### src/rtl/numbers_multi_if.sv
// Pixel, frame, velocity-button and sound signals of the bouncing-digits block.
// The master side (sync generator / buttons) drives; the block is the slave.
interface numbers_multi_if;
  logic       frame;
  logic [9:0] x_px;
  logic [9:0] y_px;
  logic [2:0] color_px;
  logic       inc_vel;
  logic       dec_vel;
  logic       mute;
  logic [1:0] code_sound;
  logic       snd_valid;

  modport master (
    output frame, x_px, y_px, inc_vel, dec_vel,
    input  color_px, mute, code_sound, snd_valid
  );

  modport slave (
    input  frame, x_px, y_px, inc_vel, dec_vel,
    output color_px, mute, code_sound, snd_valid
  );
endinterface

### src/rtl/numbers_multi.sv
// N bouncing 7-segment digits sharing one velocity; each bounce advances its digit
// and may raise a sound event. Colour output is registered, one cycle behind the pixel.
module numbers_multi #(
  parameter int unsigned N_NUM   = 2,
  parameter int unsigned SCR_W   = 640,
  parameter int unsigned SCR_H   = 480,
  parameter int unsigned DIG_W   = 16,
  parameter int unsigned DIG_H   = 28,
  parameter int unsigned SEG_T   = 4,
  parameter int unsigned VEL_MAX = 7,
  parameter int unsigned VEL_RST = 1
) (
  input logic           clk,
  input logic           clr,
  numbers_multi_if.slave bus
);

  localparam logic [10:0] XLim   = 11'(SCR_W - DIG_W);
  localparam logic [10:0] YLim   = 11'(SCR_H - DIG_H);
  localparam logic [10:0] DigW   = 11'(DIG_W);
  localparam logic [10:0] DigH   = 11'(DIG_H);
  localparam logic [10:0] SegT   = 11'(SEG_T);
  localparam logic [10:0] SegM   = 11'((DIG_H - SEG_T) / 2);
  localparam logic [2:0]  VelMax = 3'(VEL_MAX);
  localparam logic [2:0]  VelRst = 3'(VEL_RST);

  typedef enum logic [1:0] {
    SndPing = 2'b00,
    SndPong = 2'b01,
    SndGo   = 2'b10,
    SndStop = 2'b11
  } snd_e;

  logic [N_NUM-1:0][10:0] x_q, x_d, y_q, y_d;
  logic [N_NUM-1:0][3:0]  dig_q, dig_d;
  logic [N_NUM-1:0]       dx_q, dx_d, dy_q, dy_d;
  logic [N_NUM-1:0]       bounce_x, bounce_y;
  logic [2:0]             vel_q, vel_d;
  logic                   inc_q, dec_q, inc_edge, dec_edge;
  logic                   go, stop;
  logic                   snd_valid_q, snd_valid_d;
  snd_e                   code_q, code_d;
  logic                   mute_q;
  logic [2:0]             color_q, color_d;

  // Segment enables for a decimal digit, ordered {a,b,c,d,e,f,g}.
  function automatic logic [6:0] seg_pattern(input logic [3:0] d);
    case (d)
      4'd0:    seg_pattern = 7'b1111110;
      4'd1:    seg_pattern = 7'b0110000;
      4'd2:    seg_pattern = 7'b1101101;
      4'd3:    seg_pattern = 7'b1111001;
      4'd4:    seg_pattern = 7'b0110011;
      4'd5:    seg_pattern = 7'b1011011;
      4'd6:    seg_pattern = 7'b1011111;
      4'd7:    seg_pattern = 7'b1110000;
      4'd8:    seg_pattern = 7'b1111111;
      4'd9:    seg_pattern = 7'b1111011;
      default: seg_pattern = 7'b0000000;
    endcase
  endfunction

  // Opposing edges in one cycle cancel; saturated requests are ignored silently.
  always_comb begin
    inc_edge = bus.inc_vel & ~inc_q;
    dec_edge = bus.dec_vel & ~dec_q;
    vel_d    = vel_q;
    go       = 1'b0;
    stop     = 1'b0;
    if (inc_edge && !dec_edge && vel_q != VelMax) begin
      vel_d = vel_q + 3'd1;
      go    = (vel_q == 3'd0);
    end else if (dec_edge && !inc_edge && vel_q != 3'd0) begin
      vel_d = vel_q - 3'd1;
      stop  = (vel_q == 3'd1);
    end
  end

  // Motion always uses the velocity held before this cycle's button update.
  always_comb begin
    logic [10:0] vel_w;
    vel_w    = {8'd0, vel_q};
    x_d      = x_q;
    y_d      = y_q;
    dx_d     = dx_q;
    dy_d     = dy_q;
    dig_d    = dig_q;
    bounce_x = '0;
    bounce_y = '0;
    if (bus.frame && vel_q != 3'd0) begin
      for (int unsigned i = 0; i < N_NUM; i++) begin
        if (dx_q[i]) begin
          if (x_q[i] + vel_w >= XLim) begin
            x_d[i] = XLim;  dx_d[i] = 1'b0;  bounce_x[i] = 1'b1;
          end else begin
            x_d[i] = x_q[i] + vel_w;
          end
        end else if (x_q[i] <= vel_w) begin
          x_d[i] = 11'd0;  dx_d[i] = 1'b1;  bounce_x[i] = 1'b1;
        end else begin
          x_d[i] = x_q[i] - vel_w;
        end
        if (dy_q[i]) begin
          if (y_q[i] + vel_w >= YLim) begin
            y_d[i] = YLim;  dy_d[i] = 1'b0;  bounce_y[i] = 1'b1;
          end else begin
            y_d[i] = y_q[i] + vel_w;
          end
        end else if (y_q[i] <= vel_w) begin
          y_d[i] = 11'd0;  dy_d[i] = 1'b1;  bounce_y[i] = 1'b1;
        end else begin
          y_d[i] = y_q[i] - vel_w;
        end
        if (bounce_x[i] || bounce_y[i]) begin
          dig_d[i] = (dig_q[i] == 4'd9) ? 4'd0 : dig_q[i] + 4'd1;
        end
      end
    end
  end

  always_comb begin
    snd_valid_d = 1'b1;
    code_d      = code_q;
    if (stop)           code_d = SndStop;
    else if (go)        code_d = SndGo;
    else if (|bounce_y) code_d = SndPong;
    else if (|bounce_x) code_d = SndPing;
    else                snd_valid_d = 1'b0;
  end

  // Lowest-index channel with a lit segment under the pixel owns the colour.
  always_comb begin
    logic [10:0] px, py, u, v;
    logic [6:0]  segs;
    logic        hit, left, right, upper, lower, lit;
    px      = {1'b0, bus.x_px};
    py      = {1'b0, bus.y_px};
    color_d = 3'd0;
    hit     = 1'b0;
    for (int unsigned i = 0; i < N_NUM; i++) begin
      u     = px - x_q[i];
      v     = py - y_q[i];
      segs  = seg_pattern(dig_q[i]);
      left  = (u < SegT);
      right = (u >= DigW - SegT);
      upper = (v < SegM + SegT);
      lower = (v >= SegM);
      lit   = (segs[6] & (v < SegT)) |
              (segs[5] & right & upper) |
              (segs[4] & right & lower) |
              (segs[3] & (v >= DigH - SegT)) |
              (segs[2] & left & lower) |
              (segs[1] & left & upper) |
              (segs[0] & (v >= SegM) & (v < SegM + SegT));
      if (!hit && lit && px >= x_q[i] && px < x_q[i] + DigW &&
          py >= y_q[i] && py < y_q[i] + DigH) begin
        color_d = 3'(i + 1);
        hit     = 1'b1;
      end
    end
  end

  always_ff @(posedge clk or negedge clr) begin
    if (!clr) begin
      for (int unsigned i = 0; i < N_NUM; i++) begin
        x_q[i]   <= 11'(32 + 64 * i);
        y_q[i]   <= 11'(32 + 48 * i);
        dx_q[i]  <= 1'b1;
        dy_q[i]  <= ((i % 2) == 0);
        dig_q[i] <= 4'(i % 10);
      end
      vel_q       <= VelRst;
      inc_q       <= 1'b0;
      dec_q       <= 1'b0;
      snd_valid_q <= 1'b0;
      code_q      <= SndPing;
      mute_q      <= (VelRst == 3'd0);
      color_q     <= 3'd0;
    end else begin
      x_q         <= x_d;
      y_q         <= y_d;
      dx_q        <= dx_d;
      dy_q        <= dy_d;
      dig_q       <= dig_d;
      vel_q       <= vel_d;
      inc_q       <= bus.inc_vel;
      dec_q       <= bus.dec_vel;
      snd_valid_q <= snd_valid_d;
      code_q      <= code_d;
      mute_q      <= (vel_d == 3'd0);
      color_q     <= color_d;
    end
  end

  assign bus.color_px   = color_q;
  assign bus.snd_valid  = snd_valid_q;
  assign bus.code_sound = code_q;
  assign bus.mute       = mute_q;

endmodule

### src/flat_wrapper.sv
// flat-port wrapper written by rule: the top's interface ports become plain ports
module numbers_multi_flat 
#(
  parameter int unsigned N_NUM   = 2,
  parameter int unsigned SCR_W   = 640,
  parameter int unsigned SCR_H   = 480,
  parameter int unsigned DIG_W   = 16,
  parameter int unsigned DIG_H   = 28,
  parameter int unsigned SEG_T   = 4,
  parameter int unsigned VEL_MAX = 7,
  parameter int unsigned VEL_RST = 1
)
  (clk, clr, bus_frame, bus_x_px, bus_y_px, bus_inc_vel, bus_dec_vel, bus_color_px, bus_mute, bus_code_sound, bus_snd_valid);
  numbers_multi_if bus_i ();
  input logic clk;
  input logic clr;
  input wire logic [$bits(bus_i.frame)-1:0] bus_frame;
  input wire logic [$bits(bus_i.x_px)-1:0] bus_x_px;
  input wire logic [$bits(bus_i.y_px)-1:0] bus_y_px;
  input wire logic [$bits(bus_i.inc_vel)-1:0] bus_inc_vel;
  input wire logic [$bits(bus_i.dec_vel)-1:0] bus_dec_vel;
  output wire logic [$bits(bus_i.color_px)-1:0] bus_color_px;
  output wire logic [$bits(bus_i.mute)-1:0] bus_mute;
  output wire logic [$bits(bus_i.code_sound)-1:0] bus_code_sound;
  output wire logic [$bits(bus_i.snd_valid)-1:0] bus_snd_valid;
  assign bus_i.frame = bus_frame;
  assign bus_i.x_px = bus_x_px;
  assign bus_i.y_px = bus_y_px;
  assign bus_i.inc_vel = bus_inc_vel;
  assign bus_i.dec_vel = bus_dec_vel;
  assign bus_color_px = bus_i.color_px;
  assign bus_mute = bus_i.mute;
  assign bus_code_sound = bus_i.code_sound;
  assign bus_snd_valid = bus_i.snd_valid;
  numbers_multi #(.N_NUM(N_NUM), .SCR_W(SCR_W), .SCR_H(SCR_H), .DIG_W(DIG_W), .DIG_H(DIG_H), .SEG_T(SEG_T), .VEL_MAX(VEL_MAX), .VEL_RST(VEL_RST)) u_core (.clk(clk), .clr(clr), .bus(bus_i));
endmodule
### config.mk
export PLATFORM = sky130hd
export DESIGN_NAME = numbers_multi_flat
export DESIGN_NICKNAME = d
export VERILOG_FILES = /design/src/rtl/numbers_multi_if.sv /design/src/rtl/numbers_multi.sv /design/src/flat_wrapper.sv
export SDC_FILE = /design/constraint.sdc
export NUM_CORES = 1
export LEC_CHECK = 0
export CAP_MARGIN = 10
export CORE_MARGIN = 4
export CORE_UTILIZATION = 25
export CTS_CLUSTER_DIAMETER = 40
export DETAILED_ROUTE_END_ITERATION = 6
export PLACE_DENSITY = 0.46
export SLEW_MARGIN = 20
export SYNTH_ARGS = -nofsm -noshare
export SYNTH_HDL_FRONTEND = slang
export SYNTH_SLANG_ARGS = --single-unit
### constraint.sdc
create_clock -name clk -period 7.15 [get_ports clk]
set_input_delay 0.715 -clock clk [delete_from_list [all_inputs] [get_ports clk]]
set_output_delay 0.715 -clock clk [all_outputs]
set_load 0.01 [all_outputs]
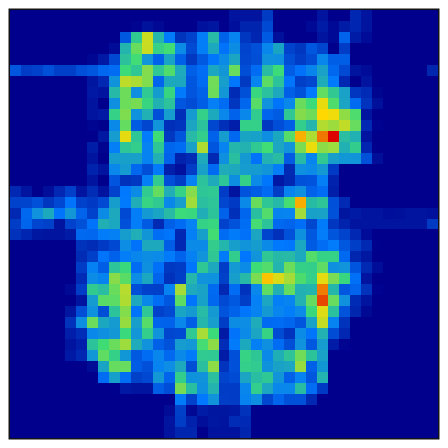
**Above:** run 1 (signal metal coverage by tile).
The die is cut into 39 by 39 equal tiles; dark blue is low, red is high, scaled to the fullest tile. Values are wire area over tile area, all layers added.
densest ninth of the die: centre
mean over tiles: 0.11
tiles over half the peak: 6.8%

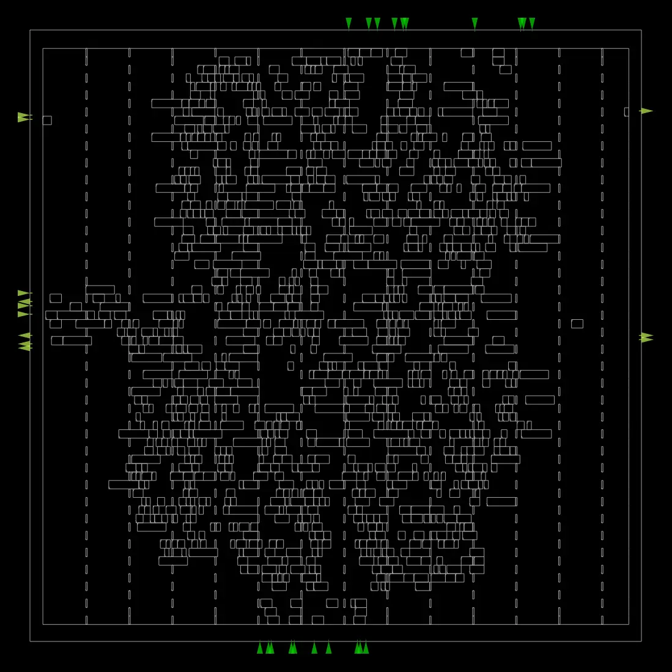
**Above:** run 1 (placed standard cells).
FP Rows: 68
TAP cells: 455
filler cell count in the final layout: 3,705
register fraction of the total cell area: 17.1%
count of placed standard cells in the final layout, fillers left out: 1,603

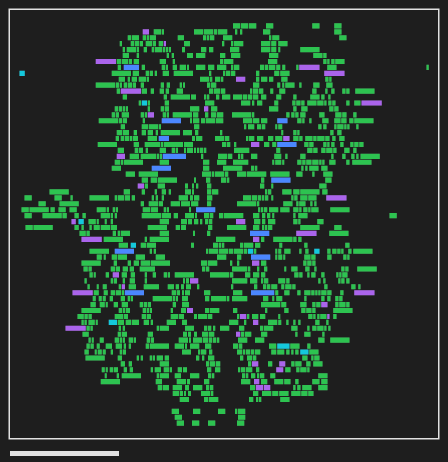
**Above:** run 1 (cells by drive strength).
The bar under the picture is 50 microns long.
[drive 1 or less] green | cells: 1,086
[drive 2] purple | cells: 39
[drive 6 and up] blue | cells: 14
[drive 3 to 4] cyan | cells: 9

==> summary.log, run 1 <==
qor: clocking.cts_sinks 67
qor: power_and_ir_drop.ir_worst_vdd 129 uV
qor: job.max_cap_violations 0
qor: job.warning_count 59
qor: detailed_routing.vias_per_cell 5.34
qor: setup_path.path_delay_family AND-OR/OR-AND gates
qor: global_routing.track_usage 14.3%
qor: synthesis.post-synth-top-area-cell sky130_fd_sc_hd__ha_1
qor: floorplan.fp_util 25.5%
qor: clocking.htree_num_levels 3
qor: timing.setup_viol_count_final 0
qor: timing.setup_total_negative_slack 0 ps
qor: synthesis.post_synth_inst_count 1,146
qor: setup_path.crit_chain inv_1, fa_1, o21bai_1, nand3_1, nor3_1, o32a_1, o22ai_1, a21boi_1, nor2_1, o41ai_1, nand2_1
qor: timing.slew_at_the_pin_with_the_worst_max_slew_slack 883 ps
qor: global_routing.grt_antenna_before_repair 0
qor: setup_path.worst-r2r-setup-slack 2820 ps
qor: timing.maxSlewHeadroom 41.1%
qor: floorplan.core-area 34,800 sq um
qor: setup_path.r2r-end u_core.bus.snd_valid
qor: setup_path.critical_path_peak_fanout 16
qor: timing.grt_setup_unrepaired no
qor: final_layout.drive_gt1_share 5.40%
qor: status.status finished, final reports clean
qor: setup_path.crit_path_top_delay_cell sky130_fd_sc_hd__o41ai_1
qor: setup_path.r2r_start u_core.vel_q[1]
qor: global_routing.number_of_global_route_vias_before_repair 8,179
qor: clocking.cts_hold_repair.buffers 0
qor: synthesis.syn-cell-area 8870 sq um
qor: place.hpwlAfterDp 21.4 mm
qor: setup_path.setup.worst_path.end u_core.bus.snd_valid
qor: timing.timing.clock.skew 10.4 ps
qor: final_layout.layout.area.comb 6670 sq um
qor: clocking.postCtsSetupRepairBufs 0
qor: final_layout.seq_area 1690 sq um
qor: setup_path.cp-start-kind register
qor: global_routing.grt_overflow_total 0
qor: synthesis.yosys_warnings 0
qor: setup_path.timing.critical_path.to_type register
qor: global_routing.grt_use_met2 23.9%
qor: timing.min_period_over_period 60.5%
qor: place.port_buffers 30
qor: clocking.tritoncts_clock_tree built
qor: synthesis.fraction_of_registers_with_async_set_or_reset_after_synthesis 100%
qor: detailed_routing.post_drt_wl_per_cell 17.6 microns
qor: timing.slew_violations 0
qor: floorplan.die_h 196 microns
qor: synthesis.synth.avg_cell_area 7.74 sq um
qor: clocking.post_cts_gate_resize_count 0
qor: synthesis.synth.ff_latch_count 67
qor: detailed_routing.remaining_drc_errors 0
qor: global_routing.use_met1 19.3%
qor: setup_path.crit_path_start u_core.vel_q[1]
qor: setup_path.worstRegToRegCells 11
qor: final_layout.largestRegisters u_core.x_q x22, u_core.y_q x22, u_core.dig_q x8
qor: timing.timing_hold_violations_final 0
qor: detailed_routing.routed-via-count 8,553
qor: global_routing.use_met3 1.76%
qor: synthesis.top_cells_by_count sky130_fd_sc_hd__ha_1, sky130_fd_sc_hd__nand2_1, sky130_fd_sc_hd__a21oi_1
qor: detailed_routing.drtIter0Drc 613
qor: setup_path.cpPeakStageDelay 650 ps
==> run 1: logic make-up (layout without fill, tap and decap cells) <==
group	Yosys count	after routing	synth area share [%]
AND-OR/OR-AND	385	385	29.0
AND/OR/NAND/NOR	375	375	21.1
flip-flops	67	67	19.1
other	1	1	0.0423
buffers and inverters	129	131	5.74
multiplexers	10	10	1.17
XOR/XNOR	53	53	5.23
adder cells (fa/ha/maj)	126	126	18.6
==> run 1: through the flow <==
| stage | util, % | power, uW | cells | setup slack (ps) | area [sq um] |
|---|---|---|---|---|---|
| after floorplan | - | 3420 | 1146 | 3770 | 8870 |
| after global placement | 27.5 | 4300 | 1586 | 3110 | 9560 |
| after detailed placement | 27.5 | 4300 | 1586 | 2940 | 9560 |
| after CTS | 28.4 | 4840 | 1602 | 2920 | 9890 |
| after global routing | 28.5 | 5350 | 1603 | 2410 | 9910 |
| final | 28.5 | 4850 | 1603 | 2820 | 9910 |
==> run 1: per-layer routing <==
layer / vias up / share of wire [%]
li1: 4217 / -
met1: 4098 / 47
met2: 197 / 47
met3: 41 / 3.2
met4: 0 / 2.4
met5: - / 0
==> run 1: report_power, final <==
| part | total [uW] | internal [uW] | leakage [uW] | switching, uW |
|---|---|---|---|---|
| sequential | 967 | 571 | 0.000803 | 396 |
| combinational | 3370 | 1380 | 0.00309 | 1980 |
| clock | 515 | 325 | 0.000159 | 191 |
| total | 4850 | 2280 | 0.00405 | 2570 |
==> run 1: cell type report <==
| type | instances | share of cell area, % |
|---|---|---|
| timing repair buffer | 35 | 3.51 |
| clock inverter | 4 | 0.733 |
| inverter | 80 | 3.03 |
| tap | 455 | 5.75 |
| clock buffer | 12 | 2.59 |
| sequential | 67 | 17.1 |
| multi-input combinational | 950 | 67.3 |
==> run 1: placed cells by master, fill, tap and decap left out, types with 12 or more instances in the layout <==
cell type / instances
sky130_fd_sc_hd__a21o_1: 12
sky130_fd_sc_hd__xnor2_1: 45
sky130_fd_sc_hd__a31oi_1: 22
sky130_fd_sc_hd__nand3_1: 33
sky130_fd_sc_hd__nor4_1: 13
sky130_fd_sc_hd__a211oi_1: 12
sky130_fd_sc_hd__o211ai_1: 13
sky130_fd_sc_hd__a21oi_1: 86
sky130_fd_sc_hd__nand2_1: 110
sky130_fd_sc_hd__o31ai_1: 14
sky130_fd_sc_hd__nor3_1: 31
sky130_fd_sc_hd__ha_1: 115
sky130_fd_sc_hd__nor2_1: 76
sky130_fd_sc_hd__nor2b_1: 20
sky130_fd_sc_hd__o21a_1: 15
sky130_fd_sc_hd__o22ai_1: 21
sky130_fd_sc_hd__dfrtp_1: 56
sky130_fd_sc_hd__clkdlybuf4s50_1: 29
sky130_fd_sc_hd__nand2b_1: 17
sky130_fd_sc_hd__o21ai_0: 77
sky130_fd_sc_hd__and3_1: 13
sky130_fd_sc_hd__inv_1: 77
**Run 1: clock network drawn from the DEF**

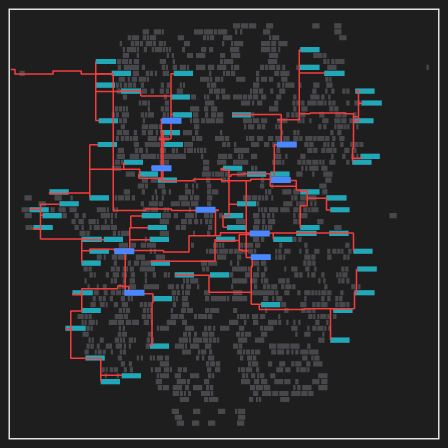

--- run 2 (diff from run 1) ---
==> constraint.sdc (replaced) <==
create_clock -name clk -period 4.35 [get_ports clk]
set_input_delay 0.435 -clock clk [delete_from_list [all_inputs] [get_ports clk]]
set_output_delay 0.435 -clock clk [all_outputs]
set_load 0.01 [all_outputs]
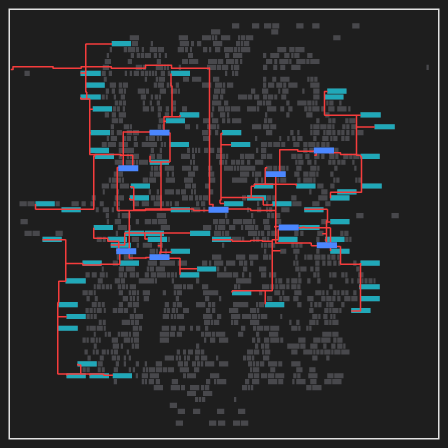
**Above:** run 2 (clock network drawn from the DEF).
[cells driving clock nets] blue | count: 9
[clock wires] red | length: 1,370 microns
[flip-flops] cyan | count: 67
routed clock nets: 10

==> summary.log, run 2 <==
qor: setup_path.crit_chain inv_1, buf_4, ha_1, nor2b_1, o21ai_0, and4b_1, a31o_2, a21oi_1, nor2_1, o41ai_1, a21bo_1 [was inv_1, fa_1, o21bai_1, nand3_1, nor3_1, o32a_1, o22ai_1, a21boi_1, nor2_1, o41ai_1, nand2_1]
qor: power_and_ir_drop.ir_worst_vdd 238 uV [was 129 uV]
qor: timing.setup_total_negative_slack 0 ps [unchanged]
qor: setup_path.worstRegToRegCells 11 [unchanged]
qor: synthesis.synth.avg_cell_area 7.74 sq um [unchanged]
qor: final_layout.utilization 28.5% [about the same]
qor: synthesis.post-synth-top-area-cell sky130_fd_sc_hd__ha_1 [unchanged]
qor: setup_path.cp-start-kind register [unchanged]
qor: floorplan.core-area 34,800 sq um [unchanged]
qor: setup_path.r2r_start u_core.vel_q[1] [unchanged]
qor: timing.grt_setup_unrepaired no [unchanged]
qor: place.port_buffers 30 [unchanged]
qor: final_layout.layout_top_cells sky130_fd_sc_hd__ha_1, sky130_fd_sc_hd__nand2_1, sky130_fd_sc_hd__a21oi_1, sky130_fd_sc_hd__inv_1, sky130_fd_sc_hd__o21ai_0 [unchanged]
qor: final_layout.seq_area 1690 sq um [unchanged]
qor: final_layout.layout.area.comb 6670 sq um [unchanged]
qor: status.status finished, final reports clean [unchanged]
qor: detailed_routing.vias_per_cell 5.26 [was 5.34]
qor: final_layout.drive_gt1_share 6.22% [was 5.40%]
qor: detailed_routing.remaining_drc_errors 0 [unchanged]
qor: clocking.htree_num_levels 3 [unchanged]
qor: global_routing.use_met1 20.1% [was 19.3%]
qor: setup_path.critical_path_peak_fanout 12 [was 16]
qor: timing.maxSlewHeadroom 31.6% [was 41.1%]
qor: synthesis.yosys_warnings 0 [unchanged]
qor: clocking.postCtsSetupRepairBufs 0 [unchanged]
qor: timing.setup_viol_count_final 0 [unchanged]
qor: setup_path.timing.critical_path.to_type register [unchanged]
qor: global_routing.number_of_global_route_vias_before_repair 8,175 [was 8,179]
qor: synthesis.fraction_of_registers_with_async_set_or_reset_after_synthesis 100% [unchanged]
qor: detailed_routing.drtIter0Drc 827 [was 613]
qor: synthesis.syn-cell-area 8870 sq um [unchanged]
qor: floorplan.rows 68 [unchanged]
qor: job.warning_count 59 [unchanged]
qor: power_and_ir_drop.internal_power_component 3650 uW [was 2280 uW]
qor: power_and_ir_drop.p_sw_share 53.7% [was 53.0%]
qor: timing.min_period_over_period 91.1% [was 60.5%]
qor: global_routing.use_met3 1.81% [was 1.76%]
qor: timing.timing_hold_violations_final 0 [unchanged]
qor: final_layout.largestRegisters u_core.x_q x22, u_core.y_q x22, u_core.dig_q x8 [unchanged]
qor: clocking.cts_sinks 67 [unchanged]
qor: power_and_ir_drop.clock_power_share 9.0% [was 10.6%]
qor: setup_path.r2r-end u_core.bus.code_sound[1] [was u_core.bus.snd_valid]
[run 2: stage by stage]
stage | total power [uW] | setup slack [ps] | cells | area (sq um) | hold slack, ps
after floorplan | 5620 | 972 | 1146 | 8870 | 139
after global routing | 8700 | 103 | 1612 | 9910 | 304
final | 7880 | 388 | 1612 | 9910 | 227
after global placement | 7150 | 507 | 1596 | 9630 | 551
after CTS | 7900 | 453 | 1612 | 9910 | 286
after detailed placement | 7130 | 473 | 1596 | 9630 | 546
[run 2: per-layer routing]
metal,part of all wire [%],vias up
li1,-,4240
met5,0,-
met4,1.2,0
met2,47,159
met1,49,4057
met3,3.0,26
[run 2: layout make-up]
| class | instances | share of cell area, % |
|---|---|---|
| clock inverters | 7 | 0.543 |
| multi-input cells | 950 | 67.3 |
| inverters | 80 | 3.03 |
| well taps | 455 | 5.74 |
| flip-flops and latches | 67 | 17.1 |
| repair buffers | 44 | 4.06 |
| clock buffers | 9 | 2.27 |
[run 2: worst max-delay path, delay by kind of cell (launching register included)]
kind,cells,cell delay (ps)
DFF,1,480
and+or+nand+nor,3,610
buffers and inverters,2,630
AOI/OAI and AO/OA,5,1860
adders and majority gates,1,310
[run 2: worst max-delay path by stage]
| stage | slack, ps | end | cells after the start | startpoint |
|---|---|---|---|---|
| after floorplan | 970 | u_core.dig_q[3] | 11 | u_core.vel_q[1] |
| after global placement | 510 | u_core.bus.color_px[1] | 11 | bus_x_px[5] |
| after detailed placement | 470 | u_core.bus.snd_valid | 11 | u_core.vel_q[1] |
| after CTS | 450 | u_core.bus.code_sound[1] | 11 | u_core.vel_q[1] |
| after global routing | 100 | u_core.bus.code_sound[1] | 11 | u_core.vel_q[1] |
| final | 390 | u_core.bus.code_sound[1] | 11 | u_core.vel_q[1] |
[run 2: cells by family (layout without fill, tap and decap cells)]
family,after synthesis,after routing,synth area share (%)
buffers and inverters,129,140,5.74
other,1,1,0.0423
AND/OR/NAND/NOR,375,375,21.1
flip-flops,67,67,19.1
adder cells (fa/ha/maj),126,126,18.6
XOR/XNOR,53,53,5.23
AND-OR/OR-AND,385,385,29.0
multiplexers,10,10,1.17
[run 2: power by group through the flow]
| stage | Clock (uW) | Combinational, uW | Sequential (uW) |
|---|---|---|---|
| 6_report | 710 | 5590 | 1580 |
| 5_1_grt | 765 | 6300 | 1640 |
| 4_1_cts | 741 | 5590 | 1570 |
| 3_5_place_dp | 0 | 5560 | 1580 |
| 3_3_place_gp | 0 | 5560 | 1590 |
| 2_1_floorplan | 0 | 4440 | 1180 |
No activity file was given, so power comes from the tool's default toggle rates.
